<file path="src/rtl/cache_fill_if.sv">
// Handshake bundle between the CPU/memory side (master) and the cache fill FSM (slave).
interface cache_fill_if;
  logic        miss_detected;
  logic [15:0] miss_address;
  logic        memory_data_valid;
  logic        fsm_busy;
  logic        mem_req;
  logic [15:0] memory_address;
  logic        write_data_array;
  logic [15:0] write_word_addr;
  logic        write_tag_array;

  modport master (
    output miss_detected, miss_address, memory_data_valid,
    input  fsm_busy, mem_req, memory_address,
    input  write_data_array, write_word_addr, write_tag_array
  );

  modport slave (
    input  miss_detected, miss_address, memory_data_valid,
    output fsm_busy, mem_req, memory_address,
    output write_data_array, write_word_addr, write_tag_array
  );
endinterface

</file>
<file path="src/rtl/cache_fill_fsm.sv">
// Cache block fill controller: issues one word request per cycle, writes returned words, then the tag.
// Define CACHE_FILL_CRITICAL_FIRST_EN to fetch the missing word first and wrap within the block.
module cache_fill_fsm #(
  parameter int WORDS_PER_BLOCK = 8
) (
  input  logic         clk,
  input  logic         rst_n,
  cache_fill_if.slave  bus
);

  localparam int L  = $clog2(WORDS_PER_BLOCK);
  localparam int CW = L + 1;
  localparam logic [CW-1:0] FULL = CW'(WORDS_PER_BLOCK);
  localparam logic [CW-1:0] LAST = CW'(WORDS_PER_BLOCK - 1);

  typedef enum logic {IDLE = 1'b0, FILL = 1'b1} state_t;

  state_t          r_state;
  state_t          w_next_state;
  logic [15:L+1]   r_base_hi;
  logic [CW-1:0]   r_issue_cnt;
  logic [CW-1:0]   r_recv_cnt;
  logic [L-1:0]    w_rot;
  logic [CW-1:0]   w_issue_idx;
  logic            w_start;
  logic            w_issue;
  logic            w_write;
  logic            w_tag;

  // Word offsets are L bits wide, so base+offset can never carry out of the block.
  function automatic logic [L-1:0] order(input logic [CW-1:0] n, input logic [L-1:0] rot);
    return n[L-1:0] + rot;
  endfunction

`ifdef CACHE_FILL_CRITICAL_FIRST_EN
  logic [L-1:0] r_miss_word;

  always_ff @(posedge clk or negedge rst_n) begin
    if (!rst_n)       r_miss_word <= '0;
    else if (w_start) r_miss_word <= bus.miss_address[L:1];
  end

  assign w_rot = r_miss_word;
`else
  assign w_rot = '0;
`endif

  assign w_start     = (r_state == IDLE) && bus.miss_detected;
  assign w_issue     = (r_state == FILL) && (r_issue_cnt < FULL);
  assign w_write     = (r_state == FILL) && bus.memory_data_valid && (r_recv_cnt < FULL);
  assign w_tag       = w_write && (r_recv_cnt == LAST);
  // Once all requests are out the address parks on the last one issued.
  assign w_issue_idx = (r_issue_cnt < FULL) ? r_issue_cnt : LAST;

  always_ff @(posedge clk or negedge rst_n) begin
    if (!rst_n) r_state <= IDLE;
    else        r_state <= w_next_state;
  end

  always_comb begin
    w_next_state = r_state;
    case (r_state)
      IDLE:    if (bus.miss_detected) w_next_state = FILL;
      FILL:    if (w_tag)             w_next_state = IDLE;
      default: w_next_state = IDLE;
    endcase
  end

  always_comb begin
    bus.fsm_busy         = (r_state == FILL);
    bus.mem_req          = w_issue;
    bus.memory_address   = {r_base_hi, order(w_issue_idx, w_rot), 1'b0};
    bus.write_data_array = w_write;
    bus.write_word_addr  = {r_base_hi, order(r_recv_cnt, w_rot), 1'b0};
    bus.write_tag_array  = w_tag;
  end

  always_ff @(posedge clk or negedge rst_n) begin
    if (!rst_n) begin
      r_base_hi   <= '0;
      r_issue_cnt <= '0;
      r_recv_cnt  <= '0;
    end else if (w_start) begin
      r_base_hi   <= bus.miss_address[15:L+1];
      r_issue_cnt <= '0;
      r_recv_cnt  <= '0;
    end else begin
      if (w_issue) r_issue_cnt <= r_issue_cnt + CW'(1);
      if (w_write) r_recv_cnt  <= r_recv_cnt + CW'(1);
    end
  end

endmodule

</file>
<file path="src/flat_wrapper.sv">
// flat-port wrapper written by rule: the top's interface ports become plain ports
module cache_fill_fsm_flat 
#(
  parameter int WORDS_PER_BLOCK = 8
)
  (clk, rst_n, bus_miss_detected, bus_miss_address, bus_memory_data_valid, bus_fsm_busy, bus_mem_req, bus_memory_address, bus_write_data_array, bus_write_word_addr, bus_write_tag_array);
  cache_fill_if bus_i ();
  input  logic clk;
  input  logic rst_n;
  input wire logic [$bits(bus_i.miss_detected)-1:0] bus_miss_detected;
  input wire logic [$bits(bus_i.miss_address)-1:0] bus_miss_address;
  input wire logic [$bits(bus_i.memory_data_valid)-1:0] bus_memory_data_valid;
  output wire logic [$bits(bus_i.fsm_busy)-1:0] bus_fsm_busy;
  output wire logic [$bits(bus_i.mem_req)-1:0] bus_mem_req;
  output wire logic [$bits(bus_i.memory_address)-1:0] bus_memory_address;
  output wire logic [$bits(bus_i.write_data_array)-1:0] bus_write_data_array;
  output wire logic [$bits(bus_i.write_word_addr)-1:0] bus_write_word_addr;
  output wire logic [$bits(bus_i.write_tag_array)-1:0] bus_write_tag_array;
  assign bus_i.miss_detected = bus_miss_detected;
  assign bus_i.miss_address = bus_miss_address;
  assign bus_i.memory_data_valid = bus_memory_data_valid;
  assign bus_fsm_busy = bus_i.fsm_busy;
  assign bus_mem_req = bus_i.mem_req;
  assign bus_memory_address = bus_i.memory_address;
  assign bus_write_data_array = bus_i.write_data_array;
  assign bus_write_word_addr = bus_i.write_word_addr;
  assign bus_write_tag_array = bus_i.write_tag_array;
  cache_fill_fsm #(.WORDS_PER_BLOCK(WORDS_PER_BLOCK)) u_core (.clk(clk), .rst_n(rst_n), .bus(bus_i));
endmodule
</file>
<file path="config.mk">
export PLATFORM = sky130hd
export DESIGN_NAME = cache_fill_fsm_flat
export DESIGN_NICKNAME = d
export VERILOG_FILES = /design/src/rtl/cache_fill_if.sv /design/src/rtl/cache_fill_fsm.sv /design/src/flat_wrapper.sv
export SDC_FILE = /design/constraint.sdc
export NUM_CORES = 1
export LEC_CHECK = 0
export ABC_AREA = 1
export CAP_MARGIN = 10
export CELL_PAD_IN_SITES_DETAIL_PLACEMENT = 0
export CELL_PAD_IN_SITES_GLOBAL_PLACEMENT = 1
export CORE_UTILIZATION = 27
export CTS_CLUSTER_DIAMETER = 40
export CTS_CLUSTER_SIZE = 14
export DETAILED_ROUTE_END_ITERATION = 10
export GPL_ROUTABILITY_DRIVEN = 0
export GPL_TIMING_DRIVEN = 0
export PLACE_DENSITY = 0.78
export SLEW_MARGIN = 20
export SYNTH_ARGS = -nofsm -noshare
export SYNTH_HDL_FRONTEND = slang
export SYNTH_SLANG_ARGS = --single-unit
</file>
<file path="constraint.sdc">
create_clock -name clk -period 1.4 [get_ports clk]
set_input_delay 0.35 -clock clk [delete_from_list [all_inputs] [get_ports clk]]
set_output_delay 0.35 -clock clk [all_outputs]
set_load 0.01 [all_outputs]
</file>
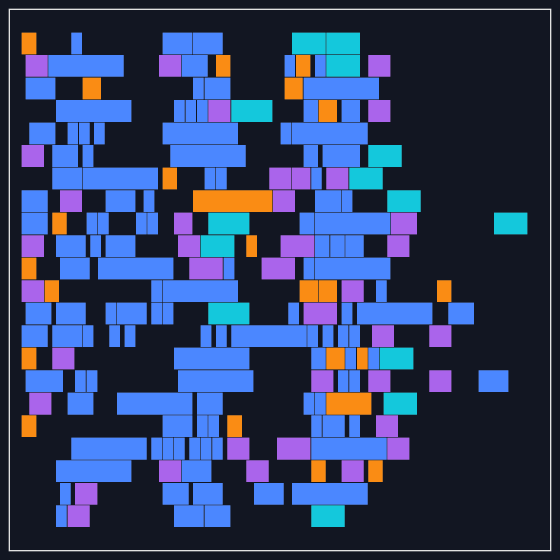
(images/drive_strength.png)
Key: orange = drive 2 [cells 23, most used clkbuf_2]; purple = drive 3 to 4 [cells 38, most used buf_4]; cyan = drive 6 and up [cells 14, most used buf_6]; blue = drive 1 or less [cells 122, most used nand2_1]
smallest setup slack after layout: -0.141 ns
signed area change from the synthesized netlist to the final layout: 64.2%
count of non-CTS buffers in the layout: 84

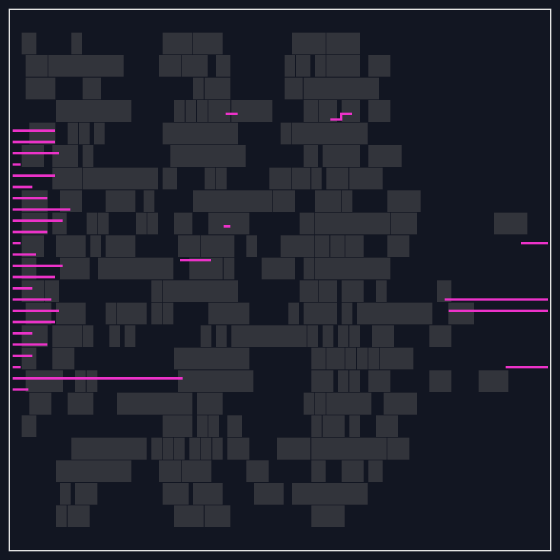
(images/met3.png)
30 nets have wire on it. The layer holds 5.3% of the routed length.

==> run summary <==
Results of the implementation run.

The run finished, with violations left. The final reports fail on setup timing. For reference, the top cells by count after synthesis are 53 x nand2_1, 21 x dfrtp_1, 18 x buf_4. The number of distinct standard cells referenced by the synthesized netlist is 19.

The first routing iteration left 16 violations. The slowest library cell on the worst path is dfrtp_1. The aggregate global-route resource usage came out at 13.1%. Listed in order, past its start point the critical path passes ha_2 > inv_2 > nor2_2 > nand2_2 > inv_1 > buf_2. The worst setup path is launched from a register. The deepest clock path buffer count is 2.

The iteration tally of the first detailed-router pass came out at 4. The number of sinks handled by clock tree synthesis is 21. Ranked by total cell area, the synthesized netlist is headed by dfrtp_1 49%, nand2_1 18%, buf_4 13%. The pin closest to its max-slew limit shows a slew of 0.968 ns. The post-detailed-route count of antenna-violating nets is 0.

The final setup slack of the worst path came out at -0.141 ns. The average cell area after synthesis came out at 8.50 um2. Setup repair after global routing could not meet its margin everywhere. The number of antenna diodes is 0. The number of enable flip-flop cells came out at 0. The final tally of setup violations came out at 2. Max-cap violations in this run came to 0. The flop and latch count out of synthesis is 21.

TritonCTS built the clock tree. The critical path data arrival time came out at 1.19 ns. The count of hold buffers inserted by post-cts repair is 0.

Counting pins that exceed their max-slew limit in the final report gives 0. After floorplanning, the die was sized to cover 0.00426 mm2. Cells fill 47.4% of the core in the end.

The worst setup path is captured at a primary output. The number of ports placed on the die boundary came out at 56. The floorplan step set the die height to 65.2 um. The highest net fanout along the worst path is 3. In the synthesized netlist the dominant register cell turns out to be dfrtp_1.
## state kept, by name, summed over array words and instances (netlist names)
signal               flops
u_core.r_issue_cnt       4
u_core.r_base_hi        12
u_core.bus.fsm_busy      1
u_core.r_recv_cnt        4
## cell families (layout without fill, tap and decap cells)
family / after synthesis / in the layout / synth area share (%)
xor gates and xnor gates: 1 / 1 / 0.811
buffers and inverters: 29 / 98 / 17.3
and+or+nand+nor: 69 / 69 / 28.7
other: 1 / 2 / 0.347
AOI/OAI and AO/OA: 4 / 4 / 1.85
DFF: 21 / 21 / 48.7
adders and majority gates: 2 / 2 / 2.32
## cell type report
cell class | instances | area [um2]
plain buffers | 18 | 139
repair buffers | 66 | 561
inverters | 10 | 50.0
fillers | 399 | 1970
clock buffers | 4 | 45.0
flip-flops and latches | 21 | 527
multi-input cells | 78 | 392
well taps | 48 | 60.1
## critical path, delay by kind of cell, from the launching register on
family | cells | cell delay [ns]
AND/OR/NAND/NOR | 2 | 0.15
adder cells (fa/ha/maj) | 1 | 0.20
flip-flops | 1 | 0.38
buffers and inverters | 3 | 0.21
## power by group
part / switching, mW / internal (mW) / total [mW]
Sequential: 0.224 / 0.900 / 1.12
Combinational: 1.12 / 1.37 / 2.49
Clock: 0.190 / 0.202 / 0.392
## per-stage QoR
| step | total power, mW | std cells |
|---|---|---|
| 6_report | 4.01 | 245 |
| 5_1_grt | 4.31 | 245 |
| 4_1_cts | 3.84 | 241 |
| 3_5_place_dp | 3.44 | 225 |
| 3_3_place_gp | 3.37 | 225 |
| 2_1_floorplan | 2.28 | 128 |
## cell usage in the layout, fill, tap and decap left out, types with 4 or more instances in the layout
master | synthesis | routed
buf_4 | 18 | 30
buf_6 | 1 | 10
clkbuf_2 | 0 | 10
clkdlybuf4s15_1 | 0 | 4
clkdlybuf4s50_1 | 0 | 13
dfrtp_1 | 21 | 20
dlygate4sd2_1 | 0 | 13
inv_1 | 8 | 5
nand2_1 | 53 | 50
nand2_2 | 3 | 5
o21ai_0 | 4 | 4
## timing repair
item | in CTS | in global routing
endpoints found under the setup margin | 34 | 19
gates resized | 83 | 25
pin swaps | 3 | 2
hold endpoints to repair | 0 | 0
setup buffers | 12 | 5
## routing by layer
layer / global-route usage, % / vias up / wire [um]
li1: - / 502 / -
met1: 14.7 / 461 / 1130
met2: 24.5 / 32 / 1380
met3: 2.60 / 4 / 143
met4: 4.08 / 0 / 27
met5: 0 / - / 0
## path summary, 6_finish.rpt
kind                                         to                 start  depth (start not counted)  slack [ns]
min in group clk           u_core.r_base_hi[11]  u_core.r_base_hi[11]                          2        0.50
setup / recovery            bus_write_tag_array  u_core.r_recv_cnt[1]                          6       -0.14
setup reg to reg           u_core.r_base_hi[15]   u_core.bus.fsm_busy                          8        0.08
hold / removal             u_core.r_base_hi[15]                 rst_n                          1        0.24
hold reg to reg            u_core.r_base_hi[11]  u_core.r_base_hi[11]                          2        0.50
max in group asynchronous   u_core.bus.fsm_busy                 rst_n                          1        0.51
Power is estimated from default activity; no workload was simulated.
